Fig. 1: the metal 1 layer
Supply wires on this layer in gray.
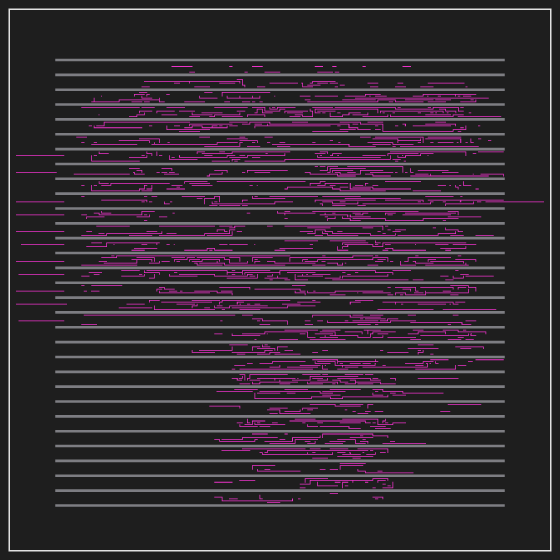
Fig. 2: PDN straps and rails
Pins as bars on the die edge.
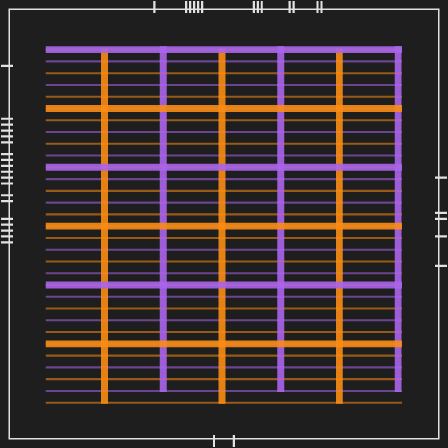
Fig. 3: register map, names as in the netlist
Other sequential cells in the stronger gray, the rest of the logic in the fainter gray.
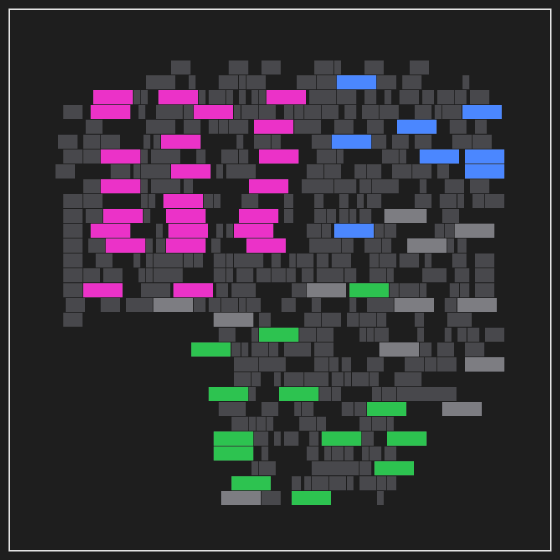
Fig. 4: logic cells by family
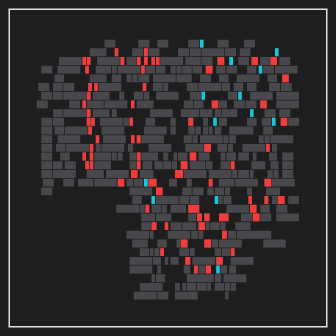
Fig. 5: clock wiring as the flow saved it
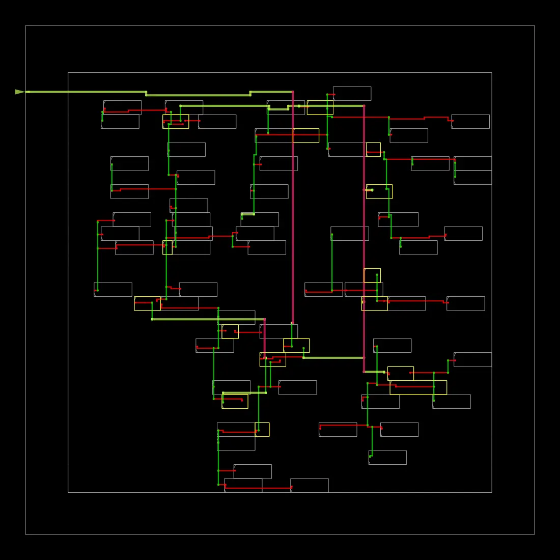
Design debug_word_tx, sky130hd; sources not shown.
==> impl_metrics.py <==
# Generated from Yosys and OpenROAD reports
metrics = {
    "setup_path": {
        "timing.setup.critical_path_class": "input port to flip-flop",
        "cell_family_contributing_the_most_delay_on_the_critical_path": "simple AND/OR/NAND/NOR gates",
        "crit_path_cell_trace": "clkdlybuf4s50_1 -> nand2b_1 -> a21oi_4 -> and2_1 -> a311oi_2",
        "critPathMaxStageDelay_ps": 690,
        "critPathRequiredTime_ps": 4650,
        "worstSetupEndpointType": "flip-flop",
        "critical_path_arrival_ps": 3370,
        "cp.buffers_inverters": 1,
    },
    "synth": {
        "synth.top_cells.by_count": "57 x sky130_fd_sc_hd__dfxtp_1, 42 x sky130_fd_sc_hd__nand2_1, 25 x sky130_fd_sc_hd__a21oi_1",
        "floorplan.nets": 390,
        "ys_ff": 57,
        "synth.largest_area_cell": "sky130_fd_sc_hd__dfxtp_1",
        "postSynth.topFlopCell": "sky130_fd_sc_hd__dfxtp_1",
        "ys_sh_adder_pct": 1.617,
    },
    "clock_network": {
        "cts.sinks": 57,
        "clk_pin_slew_worst_paths_ps": 70,
        "cts_setup_buffers": 0,
        "cts-resized-gates": 0,
        "cts_root_buffer": "sky130_fd_sc_hd__clkbuf_8",
    },
    "place": {
        "port_buffers": 38,
        "dpl_cell_area_sq_um": 3448,
        "dp_hpwl_mm": 5.022,
    },
    "final_timing": {
        "post-route-period-util_pct": 71.89,
        "totalNegativeSetupSlack_ps": 0,
        "setup_repair_after_global_routing_missed_its_margin": "false",
        "final_max_slew_viol_count": 0,
        "setup_viol": 0,
    },
    "final_layout": {
        "postLayoutCellArea_sq_um": 3659,
        "area_growth_pct": 18.24,
        "most_numerous_logic_cells_after_layout": "56 x sky130_fd_sc_hd__dfxtp_1, 42 x sky130_fd_sc_hd__nand2_1, 37 x sky130_fd_sc_hd__clkdlybuf4s50_1, 25 x sky130_fd_sc_hd__a21oi_1, 19 x sky130_fd_sc_hd__nand2b_1",
        "final_layout_size_suffix_gt1_share_pct": 10.58,
        "final-nonclk-buf-share_pct": 10.67,
    },
    "route": {
        "post_drt_wl_per_cell_um": 16.08,
        "post_dr_vias_cell": 5.919,
    },
    "outcome": {
        "run_status": "finished, final reports clean",
    },
    "power_and_ir_drop": {
        "powerDensity_nw_per_um2": 317.1,
        "power.clock.fraction_pct": 41.5,
        "power_dissipated_by_switching_net_loads_mw": 0.3025,
    },
    "min_path": {
        "min_path_type": "flip-flop to flip-flop",
    },
    "global_route": {
        "grt_overflow_total": 0,
        "grt_use_met3_pct": 5.638,
        "grt_pass1_wl_mm": 12.57,
    },
    "floorplan": {
        "die_area_sq_um": 9785,
    },
}
-- Fig. 1 (at the start) --
longest straight run: 31.7 um
share of all routed wire: 47%
wire length on this layer: 3460 um
main direction: horizontal
nets with wire on the layer: 380
routed wire length: 7.363 mm
met1 Resource Use GR: 19.73%
total vias in the final route: 2711

-- Fig. 2 (at the start) --
legend:
  VDD:
    color: purple
  VSS:
    color: orange
signal pins: 39
met1 rails: 31
met4 straps: 6
rows: 30
met5 straps: 6
Max VDD drop: 0.1922 mV
Die Height: 98.92 um
chip width: 98.92 um

-- Fig. 3 (at the start) --
legend:
  `word_reg`:
    color: magenta
    sequential_cells: 24
  `baud_cnt`:
    color: green
    sequential_cells: 13
    where: bottom center
  `shift_reg`:
    color: blue
    sequential_cells: 8
    where: upper right
utilization of the core after routing: 54.45%
flip-flop and latch power: 0.541 mW
Seq/total area: 31.22%
total area of sequential cells: 1142 sq um

-- Fig. 4 (at the start) --
legend:
  inverters:
    color: cyan
    cells: 13
    most_used: inv_1
  NAND gates:
    color: red
    cells: 75
    most_used: nand2_1
non-filler cells, final: 458
most frequent standard cell in the layout excluding fill and tap cells: sky130_fd_sc_hd__dfxtp_1
proportion of cell area occupied by multi-input gates: 48.43%

-- Fig. 5 (at the start) --
Clk power: 0.482 mW
Clock Latency Late Sink: 350 ps
CTS Buf Count: 9
Layout clock buffers: 10

Power is estimated from default activity; no workload was simulated.
